[src/rtl/digital_lock.sv]
// Three-step combination lock: CODE0, CODE1, CODE2 on successive edges opens it.
// y is decoded straight from the state register so it tracks the open state exactly.
module digital_lock #(
  parameter int           W     = 3,
  parameter logic [W-1:0] CODE0 = 3'b011,
  parameter logic [W-1:0] CODE1 = 3'b111,
  parameter logic [W-1:0] CODE2 = 3'b101
) (
  input  logic         clk,
  input  logic         reset,
  input  logic [W-1:0] x,
  output logic         y,
  output logic [1:0]   state
);

  typedef enum logic [1:0] {
    S0 = 2'b00,
    S1 = 2'b01,
    S2 = 2'b10,
    S3 = 2'b11
  } state_e;

  state_e state_q;
  state_e state_d;

  // CODE0 always restarts the sequence at S1, from any state.
  always_comb begin
    state_d = S0;
    unique case (state_q)
      S0: begin
        if (x == CODE0) state_d = S1;
        else            state_d = S0;
      end
      S1: begin
        if (x == CODE1)      state_d = S2;
        else if (x == CODE0) state_d = S1;
        else                 state_d = S0;
      end
      S2: begin
        if (x == CODE2)      state_d = S3;
        else if (x == CODE0) state_d = S1;
        else                 state_d = S0;
      end
      S3: begin
        if (x == CODE2)      state_d = S3;
        else if (x == CODE0) state_d = S1;
        else                 state_d = S0;
      end
      default: state_d = S0;
    endcase
  end

  always_ff @(posedge clk) begin
    if (reset) state_q <= S0;
    else       state_q <= state_d;
  end

  assign state = state_q;
  assign y     = (state_q == S3);

endmodule

[config.mk]
export PLATFORM = sky130hd
export DESIGN_NAME = digital_lock
export DESIGN_NICKNAME = d
export VERILOG_FILES = /design/src/rtl/digital_lock.sv
export SDC_FILE = /design/constraint.sdc
export NUM_CORES = 1
export LEC_CHECK = 0
export CAP_MARGIN = 20
export CORE_AREA = 2 2 39 41
export CTS_CLUSTER_DIAMETER = 200
export CTS_CLUSTER_SIZE = 24
export DETAILED_ROUTE_END_ITERATION = 8
export DIE_AREA = 0 0 41 43
export SLEW_MARGIN = 20
export SYNTH_ARGS = -nofsm -noshare
export SYNTH_HDL_FRONTEND = slang
export SYNTH_SLANG_ARGS = --single-unit
[constraint.sdc]
create_clock -name clk -period 0.9 [get_ports clk]
set_input_delay 0.225 -clock clk [delete_from_list [all_inputs] [get_ports clk]]
set_output_delay 0.225 -clock clk [all_outputs]
set_load 0.005 [all_outputs]
run_1/layers.png
Bar = 10 µm.
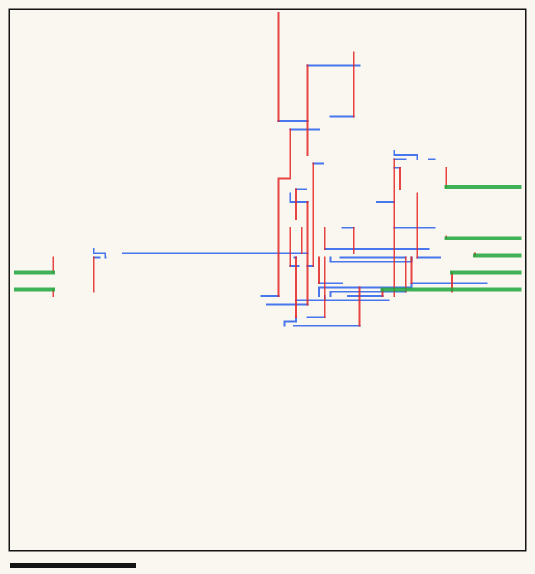
M2 -> red  # wire length 108 µm
M1 -> blue  # wire length 110 µm
M3 -> green  # wire length 37.6 µm
number of vias after detailed routing: 121
WL per Instance: 6.538 µm

run_1/util_map.png
8 x 9 tiles, from dark blue (low) to red (high), 0 to 100% covered.
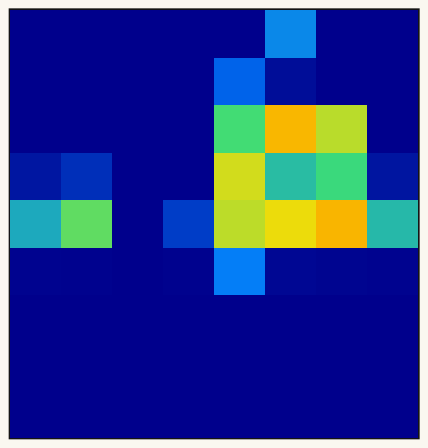
fullest tile = 80%
mean over tiles = 11%
nearly empty tiles = 72%
Core Footprint: 1384 µm²
final core utilization: 16.00%
fraction of the core area occupied by cells at floorplan: 7.324%

run_1/class_map.png
Bar = 10 µm. Fill, decap, tap and diode cells in grey.
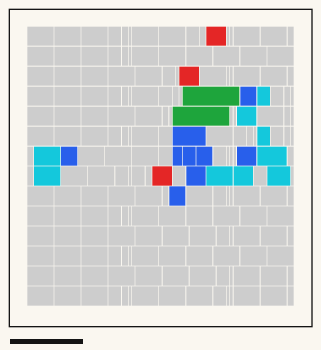
registers -> green  # cells 2, share of their area 21%
remaining logic cells -> blue  # cells 9, share of their area 30%
clock-net drivers -> red  # cells 3, share of their area 11%
remaining buffers and delay cells -> cyan  # cells 9, share of their area 37%
fraction of area in registers: 19.21%
final design area excluding fillers: 221.5 µm²

-- run 1: report_power, final --
group	switching (mW)	leakage [nW]	total (mW)	internal (mW)
combinational	0.00997	0.0622	0.0318	0.0218
sequential	0.000532	0.0172	0.0914	0.0909
clock	0.0528	0.0138	0.200	0.147
-- run 1: stage by stage --
step | setup WS [ns] | cells | area, µm² | util, %
2_1_floorplan | 0.1721 | 11 | 101.3 | -
3_5_place_dp | -0.2632 | 36 | 206.4 | 14.92
6_report | -0.1003 | 39 | 221.5 | 16.00
4_1_cts | -0.1097 | 39 | 214.0 | 15.46
5_1_grt | -0.1386 | 39 | 221.5 | 16.00
3_3_place_gp | -0.2609 | 36 | 206.4 | 14.92
-- run 1: cell usage after synthesis, drive strengths merged --
cell    instances
inv             1
dfxtp           2
a211oi          1
nand2b          3
and2            1
nand3b          2
a21oi           1
-- run 1: per-layer routing --
metal	routed length, µm	up-vias	GRT usage, %
li1	-	63	-
met2	107	7	5.313
met5	0	-	0
met4	0	0	8.000
met1	110	51	4.140
met3	37	0	1.571
-- run 1: worst max-delay path: stages (launching register included) --
cell and delay, ns:
sky130_fd_sc_hd__dfxtp_2 0.30, sky130_fd_sc_hd__and2_1 0.14, sky130_fd_sc_hd__buf_2 0.12
-- run 1: worst max path at each step --
stage                        start  end  depth (start not counted)
after CTS                 state[0]    y                          2
after floorplan           state[1]    y                          1
after detailed placement  state[1]    y                          2
after global routing      state[1]    y                          2
after global placement    state[1]    y                          2
final                     state[0]    y                          2
-- run 1: logic make-up after synthesis --
family,Yosys count,share of synthesized area [%]
and+or+nand+nor,6,39.51
AOI/OAI and AO/OA,2,17.28
DFF,2,39.51
buffers and inverters,1,3.700
==> metrics.json, run 1 <==
{
  "run_status": {"value": "finished, violations left"},
  "violations": {"value": "negative setup slack"},
  "worst_r2r_endpoint": {"value": "state[1]"},
  "setup_viol_count_final": {"value": 2},
  "critPathMaxFanout": {"value": 2},
  "clock_buffer_count": {"value": 3},
  "power.total": {"value": 0.3234, "unit": "mW"},
  "detailedRoute.firstIterationViolations": {"value": 1},
  "ios": {"value": 8},
  "min_from": {"value": "x[1]"},
  "tightest_slew": {"value": 0.1324, "unit": "ns"},
  "area.share.combinational": {"value": 25.99, "unit": "%"},
  "relSlewSlack": {"value": 91.15, "unit": "%"},
  "ys_seq_elements": {"value": 2},
  "std_cell_rows": {"value": 14},
  "synth.yosys.warnings": {"value": 0},
  "nNonClkBuffers": {"value": 9},
  "antenna_left": {"value": 0},
  "finalWeightedCongestion": {"value": 0.5541},
  "final-clk-cell-share": {"value": 10.17, "unit": "%"},
  "cap_viol_max_count": {"value": 0},
  "whs_path_depth": {"value": 3},
  "multiInputGateArea": {"value": 57.56, "unit": "µm²"},
  "fin_crit_sh": {"value": 111.1, "unit": "%"},
  "max-vdd-ir-drop": {"value": 214.5, "unit": "µV"},
  "setup_slack": {"value": -0.1003, "unit": "ns"},
  "viasPerCell": {"value": 3.103},
  "ys_area": {"value": 101.3, "unit": "µm²"},
  "cts_inserted_buffers": {"value": 3},
  "groute.usage.overall": {"value": 4.505, "unit": "%"},
  "fmax": {"value": 0.9997, "unit": "GHz"},
  "required_worst_endpoint": {"value": 0.67, "unit": "ns"},
  "synthDistinctLibCells": {"value": 7},
  "warning_count": {"value": 28},
  "timing.setup.tns": {"value": -0.1773, "unit": "ns"},
  "antenna_found_initial": {"value": 0},
  "routed_wirelength": {"value": 255, "unit": "µm"},
  "final-hold-violation-count": {"value": 0},
  "chip_area": {"value": 1763, "unit": "µm²"},
  "yosys.stat.seqShare": {"value": 39.51, "unit": "%"},
  "ff_count": {"value": 2},
  "yosys.area.top_type": {"value": "sky130_fd_sc_hd__dfxtp_1"},
  "rsz0062_at_grt": {"value": "true"},
  "final.hold.worst_slack": {"value": 0.4618, "unit": "ns"},
  "top_cell_area_share": {"value": 39.51, "unit": "%"},
  "hold_path_class": {"value": "input port to flip-flop"},
  "netlist_area": {"value": 101.3, "unit": "µm²"},
  "cts_setup_buffers": {"value": 0},
  "globalRoute.totalOverflow": {"value": 0},
  "worst_r2r_startpoint": {"value": "state[1]"},
  "finalClockSkew": {"value": 0.002567, "unit": "ns"},
  "setup.reg_to_reg.worst_slack": {"value": 0.04, "unit": "ns"},
  "max_ffs_per_register": {"value": 2},
  "critPathCaptureType": {"value": "primary output"},
  "grt_pass1_wl": {"value": 462, "unit": "µm"},
  "clkSinkCount": {"value": 2},
  "area.sequential": {"value": 42.54, "unit": "µm²"},
  "buf_share": {"value": 33.90, "unit": "%"},
  "synth.yosys.num_cells": {"value": 11},
  "cts_root_buffer": {"value": "sky130_fd_sc_hd__clkbuf_4"},
  "mappedNetlistNets": {"value": 16},
  "total_leakage_power": {"value": 0.09316, "unit": "nW"},
  "hold_buffers": {"value": 0},
  "area_growth_syn_to_layout": {"value": 118.5, "unit": "%"}
}
==> run 1 -> run 2 <==
--- a/config.mk
+++ b/config.mk
@@ -11,6 +11,7 @@
 export CTS_CLUSTER_SIZE = 24
 export DETAILED_ROUTE_END_ITERATION = 8
 export DIE_AREA = 0 0 41 43
+export SETUP_SLACK_MARGIN = 0.1
 export SLEW_MARGIN = 20
 export SYNTH_ARGS = -nofsm -noshare
 export SYNTH_HDL_FRONTEND = slang
==> constraint.sdc (replaced) <==
create_clock -name clk -period 0.8 [get_ports clk]
set_input_delay 0.2 -clock clk [delete_from_list [all_inputs] [get_ports clk]]
set_output_delay 0.2 -clock clk [all_outputs]
set_load 0.005 [all_outputs]
run_2/util_map.png
8 x 9 tiles, from dark blue (low) to red (high), 0 to 100% covered.
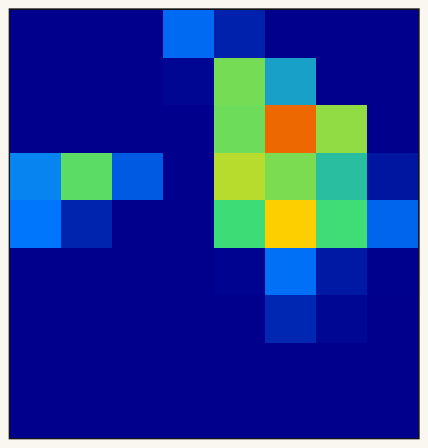
densest ninth of the die = middle right
tiles over 75% full = 2.8%
fullest tile = 88%
mean over tiles = 12%
final core utilization: 16.82%

==> run 2 against run 1 <==
Effect of this change:
- the run still ends with negative setup slack left
- hold slack lost 0.088 ns
- via count is the same
- sequential share of layout area shrank 1.5 points
- flip-flop count is the same
- setup slack lost 0.068 ns
- wire length grew 0.39%
- sequential power grew about 10%
- synthesized area is the same
- non-clock buffer count is the same
==> metrics.json, run 2 <==
{
  "postSynth.asyncResetShare": {"value": 0, "unit": "%"},
  "setup_viol_count_final": {"value": 4},
  "post_synth.cell_area_avg": {"value": 9.213, "unit": "µm²"},
  "max_ffs_per_register": {"value": 2},
  "viasPerCell": {"value": 3.103},
  "layout-drive-gt1-share": {"value": 52.17, "unit": "%"},
  "internal-power": {"value": 0.2926, "unit": "mW"},
  "synthAoiAreaFrac": {"value": 17.28, "unit": "%"},
  "p_switching": {"value": 0.06585, "unit": "mW"},
  "yosys.area.top_type": {"value": "sky130_fd_sc_hd__dfxtp_1"},
  "synth.mux.area_fraction": {"value": 0, "unit": "%"},
  "violations": {"value": "negative setup slack"},
  "power.total": {"value": 0.3585, "unit": "mW"},
  "critPathCaptureType": {"value": "primary output"},
  "critical_path.n_buffers_inverters": {"value": 1},
  "enable_flop_cells": {"value": 0},
  "cap_viol_max_count": {"value": 0},
  "top_cell_area_share": {"value": 39.51, "unit": "%"},
  "topCombFamilyByArea": {"value": "simple AND/OR/NAND/NOR gates"},
  "max-vdd-ir-drop": {"value": 344.1, "unit": "µV"},
  "most_common_cell_in_the_netlist": {"value": "sky130_fd_sc_hd__nand2b_1"},
  "relSlewSlack": {"value": 90.90, "unit": "%"},
  "tightest_slew": {"value": 0.1362, "unit": "ns"},
  "synth_top_flop_cell": {"value": "sky130_fd_sc_hd__dfxtp_1"},
  "finalWeightedCongestion": {"value": 0.6064},
  "globalRoute.totalOverflow": {"value": 0},
  "yosys.area_share.adder": {"value": 0, "unit": "%"},
  "synthDistinctLibCells": {"value": 7},
  "routed-via-count": {"value": 121},
  "synthCells": {"value": 11},
  "final.hold.worst_slack": {"value": 0.3742, "unit": "ns"},
  "warning_count": {"value": 29},
  "whs_path_depth": {"value": 3},
  "p_comb": {"value": 0.0381, "unit": "mW"},
  "synth.yosys.num_cells": {"value": 11},
  "worst_r2r_startpoint": {"value": "state[1]"},
  "pwr.group.sequential": {"value": 0.103, "unit": "mW"},
  "crit_path_top_delay_cell": {"value": "sky130_fd_sc_hd__dfxtp_1"},
  "fin_crit_sh": {"value": 121.0, "unit": "%"},
  "path_delay_family": {"value": "flip-flops"},
  "cts_setup_buffers": {"value": 0},
  "timing.setup.tns": {"value": -0.4328, "unit": "ns"},
  "antenna_found_initial": {"value": 0},
  "pwr.group.clock": {"value": 0.218, "unit": "mW"},
  "rsz0062_at_grt": {"value": "true"},
  "final-hold-violation-count": {"value": 0},
  "clkSinkCount": {"value": 2},
  "power.share.switching": {"value": 18.37, "unit": "%"},
  "avgRoutedWirePerCell": {"value": 6.564, "unit": "µm"},
  "power_top_consumer": {"value": "clock"},
  "synth.yosys.warnings": {"value": 0},
  "fp_util": {"value": 7.324, "unit": "%"},
  "cts_max_level": {"value": 1},
  "chip_area": {"value": 1763, "unit": "µm²"},
  "fmax": {"value": 1.033, "unit": "GHz"},
  "combinationalPowerShare": {"value": 10.6, "unit": "%"},
  "finalClockSkew": {"value": 0.002695, "unit": "ns"},
  "critical_path.max_stage_delay": {"value": 0.29, "unit": "ns"},
  "pwr-share-clk": {"value": 60.7, "unit": "%"},
  "antenna_left": {"value": 0},
  "worst_r2r_endpoint": {"value": "state[1]"},
  "critPathMaxFanout": {"value": 2},
  "ys_seq_elements": {"value": 2},
  "yosys.stat.seqShare": {"value": 39.51, "unit": "%"},
  "post_synth_and_or_nand_nor_area_fraction": {"value": 39.51, "unit": "%"},
  "core": {"value": 1384, "unit": "µm²"},
  "netlist_area": {"value": 101.3, "unit": "µm²"},
  "worstPathCellList": {"value": "and2_1, buf_2"},
  "ios": {"value": 8},
  "power.sequential.fraction": {"value": 28.6, "unit": "%"},
  "min_from": {"value": "x[2]"},
  "cts_root_buffer": {"value": "sky130_fd_sc_hd__clkbuf_4"},
  "area_growth_syn_to_layout": {"value": 129.6, "unit": "%"},
  "xor_share": {"value": 0, "unit": "%"},
  "routed_wirelength": {"value": 256, "unit": "µm"},
  "grt_pass1_wl": {"value": 448, "unit": "µm"},
  "groute.usage.overall": {"value": 4.204, "unit": "%"},
  "hold_path_class": {"value": "input port to flip-flop"},
  "detailedRoute.firstIterationViolations": {"value": 0},
  "mappedNetlistNets": {"value": 16},
  "total_leakage_power": {"value": 0.1066, "unit": "nW"},
  "run_status": {"value": "finished, violations left"},
  "ys_area": {"value": 101.3, "unit": "µm²"},
  "required_worst_endpoint": {"value": 0.60, "unit": "ns"},
  "setup_slack": {"value": -0.1678, "unit": "ns"}
}
run_2/class_map.png
Bar = 10 µm. Fill, decap, tap and diode cells in grey.
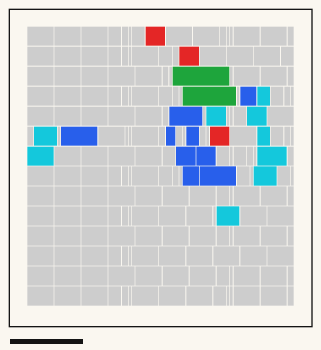
remaining logic cells -> blue  # cells 9, share of their area 36%
registers -> green  # cells 2, share of their area 19%
clock-net drivers -> red  # cells 3, share of their area 11%
remaining buffers and delay cells -> cyan  # cells 9, share of their area 34%
fraction of area in registers: 17.74%
final design area excluding fillers: 232.7 µm²
total number of placement rows: 14

run 2: cell counts after synthesis:
No cell type changed its count.
run 2: what timing repair did:
action                                  CTS  global route
hold buffers                              0             0
endpoints found under the setup margin    5             5
resized                                  17             1
endpoints found under the hold margin     0             0
run 2: cell families (layout without fill, tap and decap cells):
group,Yosys count,count (layout)
AOI/OAI and AO/OA,2,2
DFF,2,2
buffers and inverters,1,13
and+or+nand+nor,6,6
run 2: how the worst max path moves through the flow:
stage          endpoint  slack [ns]      from  depth (start not counted)
6_report              y       -0.17  state[0]                          2
3_5_place_dp          y       -0.31  state[1]                          2
4_1_cts               y       -0.18  state[1]                          2
5_1_grt               y       -0.21  state[1]                          2
2_1_floorplan  state[1]        0.08  state[1]                          2
3_3_place_gp          y       -0.31  state[1]                          2
run 2: routing by layer:
| layer | vias up | global-route usage, % | share of wire [%] |
|---|---|---|---|
| met5 | - | 0 | 0 |
| met4 | 0 | 4.000 | 0 |
| met3 | 0 | 3.141 | 11 |
| met2 | 7 | 5.313 | 44 |
| met1 | 52 | 4.140 | 45 |
| li1 | 62 | - | - |
run 2: through the flow:
stage / instance area [µm²] / setup WS [ns] / cells
2_1_floorplan: 102.6 / 0.08486 / 11
3_3_place_gp: 207.7 / -0.3068 / 36
3_5_place_dp: 207.7 / -0.3130 / 36
4_1_cts: 226.5 / -0.1800 / 39
5_1_grt: 232.7 / -0.2108 / 39
6_report: 232.7 / -0.1678 / 39
run 2: final cells by class:
class	instances	area, µm²
Fill cell	163	1151
Tap cell	16	20.02
Timing Repair Buffer	9	72.57
Multi-Input combinational cell	8	72.57
Clock buffer	3	22.52
Inverter	1	3.754
Sequential cell	2	41.29
==> run 2 -> run 3 <==
--- a/config.mk
+++ b/config.mk
@@ -5,6 +5,7 @@
 export SDC_FILE = /design/constraint.sdc
 export NUM_CORES = 1
 export LEC_CHECK = 0
+export ABC_AREA = 1
 export CAP_MARGIN = 20
 export CORE_AREA = 2 2 39 41
 export CTS_CLUSTER_DIAMETER = 200
@@ -16,3 +17,4 @@
 export SYNTH_ARGS = -nofsm -noshare
 export SYNTH_HDL_FRONTEND = slang
 export SYNTH_SLANG_ARGS = --single-unit
+export TNS_END_PERCENT = 100
run_3/congestion_map.png
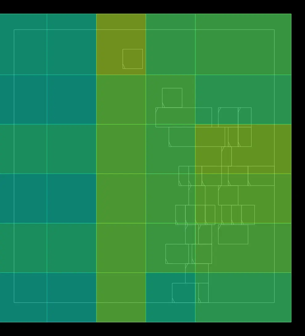
met3 usage: 6.283%
final core utilization: 17.00%
global router's overall resource usage: 5.506%

==> run 3 against run 2 <==
Effect of this change:
- the flow still finishes with violations (negative setup slack)
- total power decreased by 0.26%
- sequential share of layout area increased by 0.34 points
- hold slack improved by 0.058 ns
- critical path depth increased by 1
- combinational power decreased by 11%
==> metrics.json, run 3 <==
{
  "cts_root_buffer": {"value": "sky130_fd_sc_hd__clkbuf_4"},
  "required_worst_endpoint": {"value": 0.60, "unit": "ns"},
  "worstSetupStartpointType": {"value": "flip-flop"},
  "chip_area": {"value": 1763, "unit": "µm²"},
  "mappedNetlistNets": {"value": 22},
  "final.hold.worst_slack": {"value": 0.4322, "unit": "ns"},
  "cts_resized": {"value": 18},
  "worst_r2r_startpoint": {"value": "state[1]"},
  "finalWeightedCongestion": {"value": 0.4182},
  "antenna_found_initial": {"value": 0},
  "enable_flop_cells": {"value": 0},
  "postLayoutCellArea": {"value": 235.2, "unit": "µm²"},
  "ys_area": {"value": 105.1, "unit": "µm²"},
  "critical_path.max_stage_delay": {"value": 0.31, "unit": "ns"},
  "p_switching": {"value": 0.06967, "unit": "mW"},
  "final_net_count": {"value": 38},
  "layout_top_cells": {"value": "4 x sky130_fd_sc_hd__nand2_1, 4 x sky130_fd_sc_hd__nor2_1"},
  "power.share.switching": {"value": 19.49, "unit": "%"},
  "final-hold-violation-count": {"value": 0},
  "worstPathCellList": {"value": "nand2_1, inv_1, buf_2"},
  "min_from": {"value": "x[1]"},
  "setup_slack": {"value": -0.1287, "unit": "ns"},
  "ys_seq_elements": {"value": 2},
  "synthCells": {"value": 17},
  "cap_viol_max_count": {"value": 0},
  "netlist_area": {"value": 105.1, "unit": "µm²"},
  "std_cell_rows": {"value": 14},
  "max_ffs_per_register": {"value": 2},
  "timing.setup.tns": {"value": -0.3270, "unit": "ns"},
  "cts_inserted_buffers": {"value": 3},
  "ios": {"value": 8},
  "setup.reg_to_reg.worst_slack": {"value": -0.10, "unit": "ns"},
  "total_leakage_power": {"value": 0.1177, "unit": "nW"},
  "area_growth_syn_to_layout": {"value": 123.8, "unit": "%"},
  "filler_cell_count": {"value": 163},
  "viasPerCell": {"value": 3.383},
  "fin_crit_sh": {"value": 116.1, "unit": "%"},
  "grt_max_degree": {"value": 5},
  "synth.cells.most_frequent": {"value": "4 x sky130_fd_sc_hd__nand2_1, 4 x sky130_fd_sc_hd__nor2_1, 3 x sky130_fd_sc_hd__inv_1, 2 x sky130_fd_sc_hd__dfxtp_1"},
  "yosys.stat.seqShare": {"value": 38.10, "unit": "%"},
  "worst_r2r_endpoint": {"value": "state[1]"},
  "yosys.area.top_type": {"value": "sky130_fd_sc_hd__dfxtp_1"},
  "postSynth.asyncResetShare": {"value": 0, "unit": "%"},
  "warning_count": {"value": 28},
  "crit_path_top_delay_cell": {"value": "sky130_fd_sc_hd__dfxtp_2"},
  "synth.yosys.num_cells": {"value": 17},
  "pwr-share-clk": {"value": 61.6, "unit": "%"},
  "cts_max_level": {"value": 1},
  "top_cell_area_share": {"value": 38.10, "unit": "%"},
  "layout-drive-gt1-share": {"value": 41.94, "unit": "%"},
  "hold_path_class": {"value": "input port to flip-flop"},
  "post_synth.cell_area_avg": {"value": 6.182, "unit": "µm²"},
  "dpl.cell_count": {"value": 42},
  "hold_buffers": {"value": 0},
  "core": {"value": 1384, "unit": "µm²"},
  "reg2regPathDepth": {"value": 7},
  "internal-power": {"value": 0.2879, "unit": "mW"},
  "run_status": {"value": "finished, violations left"},
  "synth_top_flop_cell": {"value": "sky130_fd_sc_hd__dfxtp_1"},
  "violations": {"value": "negative setup slack"},
  "grt_pass1_wl": {"value": 517, "unit": "µm"},
  "rsz0062_at_grt": {"value": "true"},
  "globalRoute.totalOverflow": {"value": 0},
  "synthDistinctLibCells": {"value": 8},
  "combinationalPowerShare": {"value": 9.5, "unit": "%"},
  "critPathMaxFanout": {"value": 3},
  "final_cell_count_no_fill": {"value": 47},
  "post-place-ws": {"value": -0.3246, "unit": "ns"},
  "finalCriticalPeriod": {"value": 0.9287, "unit": "ns"},
  "power.sequential.fraction": {"value": 28.9, "unit": "%"},
  "critPathCaptureType": {"value": "primary output"},
  "detailedRoute.firstIterationViolations": {"value": 1},
  "clkSinkCount": {"value": 2},
  "relSlewSlack": {"value": 92.03, "unit": "%"},
  "cts_setup_buffers": {"value": 1},
  "max-vdd-ir-drop": {"value": 185.3, "unit": "µV"},
  "fmax": {"value": 1.077, "unit": "GHz"},
  "antenna_left": {"value": 0},
  "power.total": {"value": 0.3575, "unit": "mW"},
  "synth.yosys.warnings": {"value": 0},
  "fp_util": {"value": 7.595, "unit": "%"},
  "tightest_slew": {"value": 0.1195, "unit": "ns"},
  "setup_viol_count_final": {"value": 4},
  "placed_cell_area": {"value": 211.5, "unit": "µm²"},
  "whs_path_depth": {"value": 3}
}
run_3/layers.png
Bar = 10 µm.
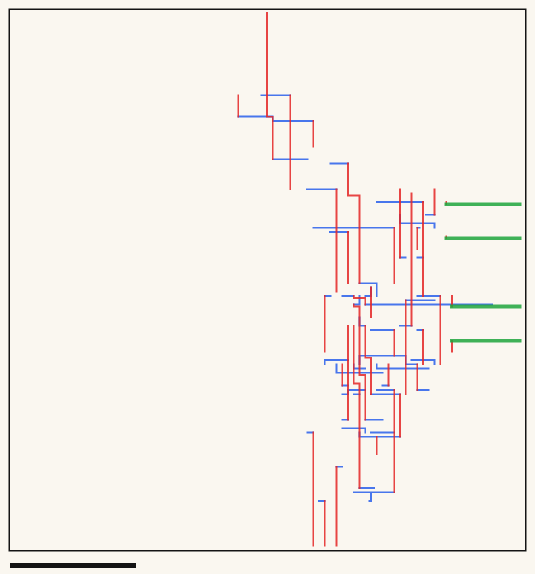
M3 -> green  # wire length 22.6 µm
M1 -> blue  # wire length 102 µm
M2 -> red  # wire length 180 µm
total wirelength of the detailed-routed design: 303 µm
WL per Instance: 6.447 µm
number of vias after detailed routing: 159

-- run 3: routing by layer --
metal  up-vias  track usage, %  wire length (µm)  share of wire, %
met3         0           6.283                22               7.3
li1         83               -                 -                 -
met4         0           8.000                 0                 0
met2         4           6.563               179                59
met5         -               0                 0                 0
met1        72           3.185               101                33
-- run 3: cells by family after synthesis --
| group | after synthesis | synth area share (%) |
|---|---|---|
| AOI/OAI and AO/OA | 1 | 4.757 |
| and+or+nand+nor | 11 | 46.42 |
| DFF | 2 | 38.10 |
| buffers and inverters | 3 | 10.71 |
-- run 3: critical path: cells and delay by family (launching register included) --
kind          cells  cell delay (ns)
buf+inv           2             0.14
simple gates      1             0.06
flops             1             0.31
-- run 3: worst max path at each step --
stage	end	slack (ns)	cells after the start	from
2_1_floorplan	state[1]	0.12	5	state[1]
3_3_place_gp	y	-0.30	3	state[0]
3_5_place_dp	state[1]	-0.32	6	x[1]
6_report	y	-0.13	3	state[0]
5_1_grt	y	-0.20	3	state[1]
4_1_cts	y	-0.15	3	state[1]
-- run 3: cell type report --
class / instances / area [µm²] / share of cell area (%)
flip-flops and latches: 2 / 42.54 / 18.09
inverters: 3 / 11.26 / 4.787
well taps: 16 / 20.02 / 8.511
repair buffers: 11 / 85.08 / 36.17
multi-input cells: 12 / 53.80 / 22.87
clock buffers: 3 / 22.52 / 9.574
-- run 3: power groups by stage --
stage | Combinational (mW) | Sequential (mW) | Clock, mW
after floorplan | 0.00707 | 0.105 | 0
after global placement | 0.0380 | 0.104 | 0
after detailed placement | 0.0384 | 0.104 | 0
after CTS | 0.0322 | 0.103 | 0.240
after global routing | 0.0382 | 0.103 | 0.265
final | 0.0339 | 0.103 | 0.220
Power and IR drop assume default switching activity.
